--- config.mk ---
export PLATFORM = sky130hd
export DESIGN_NAME = mem_port_ctrl
export DESIGN_NICKNAME = d
export VERILOG_FILES = /design/src/rtl/mem_port_ctrl.sv
export SDC_FILE = /design/constraint.sdc
export NUM_CORES = 1
export LEC_CHECK = 0
export CAP_MARGIN = 20
export CORE_ASPECT_RATIO = 1.25
export CORE_MARGIN = 3
export CORE_UTILIZATION = 36
export CTS_CLUSTER_SIZE = 10
export DETAILED_ROUTE_END_ITERATION = 6
export PLACE_DENSITY = 0.76
export SYNTH_ARGS = -nofsm -noshare
export SYNTH_HDL_FRONTEND = slang
export SYNTH_SLANG_ARGS = --single-unit
--- constraint.sdc ---
create_clock -name clk -period 1.45 [get_ports clk]
set_input_delay 0.2175 -clock clk [delete_from_list [all_inputs] [get_ports clk]]
set_output_delay 0.2175 -clock clk [all_outputs]
set_load 0.05 [all_outputs]
--- src/rtl/mem_port_ctrl.sv ---
//==============================================================================
// Module   : mem_port_ctrl
// Purpose  : Multicycle memory-access stage between the control FSM and a
//            variable-latency unified memory. Selects the access address
//            (pc or alu_out), runs a req/ack handshake, captures read data
//            into the instruction register and the MDR, and stalls the
//            control FSM until the access completes.
// Option   : MEMIF_TIMEOUT_EN - when defined, a BUSY watchdog moves to a
//            terminal ERR state after TIMEOUT cycles without mem_ack.
// Ports    : clk, rset_n           clock / async active-low reset
//            MemRead, MemWrite     access requests from control FSM
//            IorD                  address select (0=pc, 1=alu_out)
//            IRwrite               read data also loads instr
//            pc, alu_out, wdata    address sources and store data
//            mem_req/we/addr/wdata memory request side (held until ack)
//            mem_rdata, mem_ack    memory response side
//            instr, mdr            captured read data (op = instr[31:26])
//            stall, err            FSM hold and sticky error flag
// Revision : 1.0 - initial release
//==============================================================================
`default_nettype none

module mem_port_ctrl #(
  parameter int ADDR_W  = 32,
  parameter int DATA_W  = 32,
  parameter int TIMEOUT = 255
) (
  input  logic              clk,
  input  logic              rset_n,
  input  logic              MemRead,
  input  logic              MemWrite,
  input  logic              IorD,
  input  logic              IRwrite,
  input  logic [ADDR_W-1:0] pc,
  input  logic [ADDR_W-1:0] alu_out,
  input  logic [DATA_W-1:0] wdata,
  output logic              mem_req,
  output logic              mem_we,
  output logic [ADDR_W-1:0] mem_addr,
  output logic [DATA_W-1:0] mem_wdata,
  input  logic [DATA_W-1:0] mem_rdata,
  input  logic              mem_ack,
  output logic [DATA_W-1:0] instr,
  output logic [DATA_W-1:0] mdr,
  output logic              stall,
  output logic              err
);

  typedef enum logic [1:0] {
    S_IDLE = 2'd0,
    S_BUSY = 2'd1,
    S_DONE = 2'd2,
    S_ERR  = 2'd3
  } state_t;

  state_t state, state_nxt;
  logic   ir_ld;
  logic   req_ok;
  logic   req_bad;
  logic   timeout_hit;

  // Exactly one of read/write starts an access; both at once is illegal.
  assign req_ok  = MemRead ^ MemWrite;
  assign req_bad = MemRead & MemWrite;

`ifdef MEMIF_TIMEOUT_EN
  localparam int CNT_W = ($clog2(TIMEOUT + 1) > 8) ? $clog2(TIMEOUT + 1) : 8;

  logic [CNT_W-1:0] to_cnt;

  // Counter is zero on every BUSY entry because it is held clear in IDLE.
  always_ff @(posedge clk or negedge rset_n) begin
    if (!rset_n) begin
      to_cnt <= '0;
    end else if (state == S_IDLE) begin
      to_cnt <= '0;
    end else if (state == S_BUSY && !mem_ack) begin
      to_cnt <= to_cnt + 1'b1;
    end
  end

  // Fires on the BUSY cycle whose increment reaches TIMEOUT, i.e. after
  // TIMEOUT ack-less BUSY cycles. An ack in that same cycle wins.
  assign timeout_hit = (state == S_BUSY) && !mem_ack &&
                       (({1'b0, to_cnt} + 1'b1) == (CNT_W + 1)'(TIMEOUT));
`else
  assign timeout_hit = 1'b0;
`endif

  always_ff @(posedge clk or negedge rset_n) begin
    if (!rset_n) begin
      state <= S_IDLE;
    end else begin
      state <= state_nxt;
    end
  end

  always_comb begin
    state_nxt = state;
    stall     = 1'b0;
    case (state)
      S_IDLE: begin
        stall = req_ok;
        if (req_ok) begin
          state_nxt = S_BUSY;
        end
      end
      S_BUSY: begin
        stall = 1'b1;
        if (mem_ack) begin
          state_nxt = S_DONE;
        end else if (timeout_hit) begin
          state_nxt = S_ERR;
        end
      end
      // DONE releases the FSM for one cycle and ignores still-held requests
      // so the same access is not issued twice.
      S_DONE:  state_nxt = S_IDLE;
      S_ERR:   state_nxt = S_ERR;
      default: state_nxt = S_IDLE;
    endcase
    // Keep stall low while reset is asserted, whatever the request inputs.
    if (!rset_n) begin
      stall = 1'b0;
    end
  end

  always_ff @(posedge clk or negedge rset_n) begin
    if (!rset_n) begin
      mem_req   <= 1'b0;
      mem_we    <= 1'b0;
      mem_addr  <= '0;
      mem_wdata <= '0;
      instr     <= '0;
      mdr       <= '0;
      err       <= 1'b0;
      ir_ld     <= 1'b0;
    end else begin
      case (state)
        S_IDLE: begin
          if (req_ok) begin
            mem_addr  <= IorD ? alu_out : pc;
            mem_wdata <= wdata;
            mem_we    <= MemWrite;
            ir_ld     <= IRwrite & MemRead;
            mem_req   <= 1'b1;
          end else if (req_bad) begin
            err <= 1'b1;
          end
        end
        S_BUSY: begin
          if (mem_ack) begin
            mem_req <= 1'b0;
            if (!mem_we) begin
              mdr <= mem_rdata;
              if (ir_ld) begin
                instr <= mem_rdata;
              end
            end
          end else if (timeout_hit) begin
            mem_req <= 1'b0;
            err     <= 1'b1;
          end
        end
        default: begin
        end
      endcase
    end
  end

endmodule

`default_nettype wire

==> impl_metrics.tcl <==
# metrics dict for downstream scripts
set metrics [dict create \
    hold_depth 4 \
    p_leak_uw 0.00507 \
    grt_pass1_wl_um 24300 \
    top_cells_by_area "dfrtp_1 62%, mux2_2 20%, mux2i_1 6.3%, o21ai_0 3.1%, nand2_1 2.5%" \
    drive_above_1_share 0.446 \
    yosysSeqAreaShare 0.624 \
    clock_latency_ps 410 \
    rows 49 \
    sw_frac_of_total 0.203 \
    finalMaxSlewViolations 0 \
    setup_viol 86 \
    cts_made_buffers 17 \
    logic_family "multiplexers" \
    path_clk_slew_ps 50 \
    fin_crit_sh 1.27 \
    cp_data_required_time_ps 1230 \
    grt_start_max_net_pins 116 \
    status "finished with violations" \
    r2r-start "state[1]" \
    peakVddDrop_mv 0.638 \
    synth-xor-area-share 0 \
    drtIter0Drc 121 \
    powerDensity_nw_per_um2 788 \
    dp_hpwl_um 11600 \
    ant_nets 0 \
    p_int_uw 6720 \
    synthCells 373 \
    n_fill_cell 942 \
    holdCritPathClass "in -> reg" \
    hold_viol 0 \
    fp.coreArea_sq_um 14500 \
    worst_slew_margin_rel 0.602 \
    n_antenna_cell 0 \
    fin_skew_ps 9.06 \
    fin_ws_ps -388 \
    crit_family "flip-flops" \
    path_buffers 2 \
    adder_share 0.0116 \
    ys_warn_count 0 \
    p_clk_frac 0.488 \
    fmax_mhz 544 \
    comb_power_share 0.068 \
    final_cell_mix "139 x buf_12, 133 x dfrtp_1, 132 x clkdlybuf4s50_1, 77 x mux2_2, 34 x mux2i_1" \
    die_x_um 115 \
    numSynthFlops 134 \
    critPathArrivalTime_ps 1620 \
    yosys-stat-area_sq_um 5380 \
    ys_sh_simple 0.0328 \
    reg2reg_depth 7 \
    slowest_delay_ps 430 \
    muxShareOfSynthArea 0.269 \
    io_pins 267 \
    drt-pass1-iter-count 4 \
    syn_to_final_growth_pct 98.9 \
    vias_per_cell 4.82 \
    hold_end "mem_addr[7]" \
    synth_nets 513 \
    largest_area_cell "dfrtp_1" \
    wl_um 15900 \
    cts_root_buf "clkbuf_16" \
    finalCriticalPeriod_ps 1840 \
    top_area_frac 0.624 \
    cp-start-kind "register" \
    grt_pass1_vias 4531 \
    reg2reg_slack_ps -210 \
    nets 815 \
    ys_sh_aoi 0.0363 \
    critPathSlowestCell "dfrtp_1" \
    r2r-end "instr[21]" \
    worstMarginPinSlew_ps 597 \
    wl_per_cell_um 18.4 \
    log.warning_count 34 \
    drc 0 \
    hold_start "IorD" \
    yosys-stat-cells 373 \
    htree_levels 4 \
    fp_util 0.370 \
    yosysUniqueCellTypes 20 \
    cts_tree "yes" \
    critPathMaxFanout 4 \
    fin_hold_ws_ps 391 \
    layout_top_cell "buf_12" \
    antenna_found_initial 0 \
    cts_sinks 134 \
    clockBufferDepth 2 \
    tns_ps -8570 \
    path_cells "inv_2 -> ha_4 -> or2_4 -> nand2_4 -> a21boi_4 -> buf_12" \
    grt.overflow.total 0 \
    crit_type "reg -> out" \
    die_height_um 143 \
    p_seq_frac 0.444 \
    switching_power_uw 1710 \
    drv_cap 0 \
    violations "negative setup slack" \
    end_kind "output pin" \
    synthesis.area_sq_um 5380 \
    rsz0062_at_grt "yes" \
    dieArea_sq_um 16400 \
    port_buffers 266 \
    gp_congestion 0.764 \
    syn_area_per_cell_sq_um 14.4 \
]
-- synthesized netlist by cell type --
cell type,number
mux2i_1,34
dfrtp_1,134
or2_2,1
mux2_1,4
and2b_1,1
o21ai_0,33
nand2_2,1
buf_6,6
a21o_1,1
inv_1,4
a21boi_0,1
nand2_1,36
o22ai_1,1
clkbuf_1,6
buf_2,8
ha_1,5
nand3_4,1
nor2_1,1
o221ai_1,1
mux2_2,94
-- worst register-to-register path: stages, from the launching register on --
cell and delay (ps):
dfrtp_1 390, inv_2 130, buf_4 140, ha_4 160
nand3_4 140, buf_12 170, buf_16 140, mux2_2 270
-- worst max-delay path by stage --
stage             start  cells past startpoint  slack [ps]       endpoint
2_1_floorplan    mem_we                      4         -40        mdr[10]
3_3_place_gp    MemRead                      5        -400  mem_wdata[16]
3_5_place_dp    MemRead                      5        -410   mem_wdata[9]
4_1_cts        state[0]                      5        -400          stall
5_1_grt        state[1]                      6        -450          stall
6_report       state[0]                      6        -390          stall
-- stage by stage --
| step | area [sq um] | total power, uW | setup WS (ps) | instances | utilization |
|---|---|---|---|---|---|
| after floorplan | 5420 | 3890 | -40.5 | 373 | - |
| after global placement | 9670 | 4360 | -402 | 814 | 0.666 |
| after detailed placement | 9670 | 4380 | -411 | 814 | 0.666 |
| after CTS | 10600 | 8520 | -402 | 856 | 0.728 |
| after global routing | 10700 | 8700 | -448 | 864 | 0.736 |
| final | 10700 | 8430 | -388 | 864 | 0.736 |
-- layout make-up --
class / count / area, sq um / area share
timing repair buffer: 303 / 4520 / 0.422
sequential: 134 / 3350 / 0.314
multi-input combinational: 215 / 2020 / 0.189
clock buffer: 22 / 464 / 0.0434
tap: 178 / 223 / 0.0208
clock inverter: 8 / 101 / 0.00948
inverter: 4 / 15.0 / 0.00140
-- cell families after synthesis --
| family | after synthesis |
|---|---|
| adders and majority gates | 5 |
| buffers and inverters | 24 |
| AOI/OAI and AO/OA | 37 |
| muxes | 132 |
| DFF | 134 |
| and+or+nand+nor | 41 |
-- power by group through the flow --
| stage | registers, uW | logic (uW) | clock network, uW |
|---|---|---|---|
| after floorplan | 3810 | 85.5 | 0 |
| after global routing | 3740 | 624 | 4340 |
| after CTS | 3740 | 580 | 4200 |
| after global placement | 3810 | 556 | 0 |
| final | 3740 | 574 | 4110 |
| after detailed placement | 3810 | 572 | 0 |
-- registers in the layout (all words and copies together) (netlist names) --
register   cells
mem_wdata     32
mem_we         1
mdr           32
mem_addr      32
state          2
ir_ld          1
instr         32
mem_req        1
err            1
-- timing repair --
item,4_1_cts,5_1_grt
gates resized,44,13
pin swaps,4,2
hold buffers,1,0
setup buffers,7,7
hold endpoints to repair,134,0
gates cloned,4,2
endpoints found under the setup margin,79,102
-- metal layers --
layer | global-route usage | part of all wire
met1 | 0.207 | 0.35
met2 | 0.346 | 0.55
met4 | 0.0723 | 0.018
met3 | 0.0716 | 0.074
met5 | 0 | 0
Metal 2:
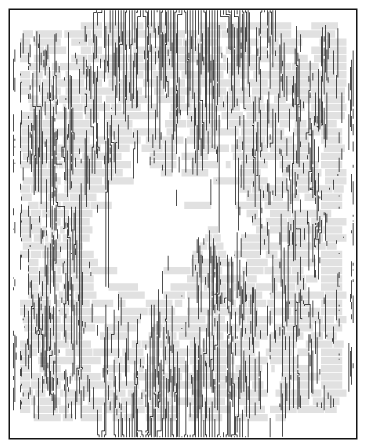
share of all routed wire	56%
wire length on this layer	8,840 um
main direction	vertical
longest straight run	61.4 um
vias: 4,165
GR Layer Usage met2: 0.346

Congestion heat map:
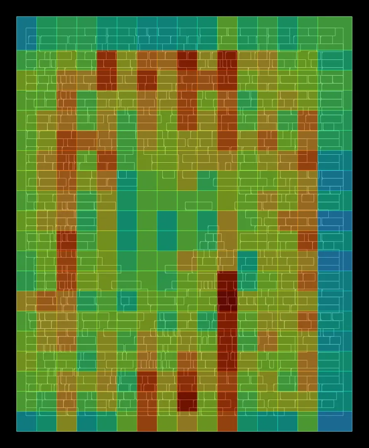
global route hottest layer: met2
All-Layer GR Usage: 0.194
met1 GRT Util: 0.207

Power figures rest on the tool's default switching activity, not on a simulated workload.
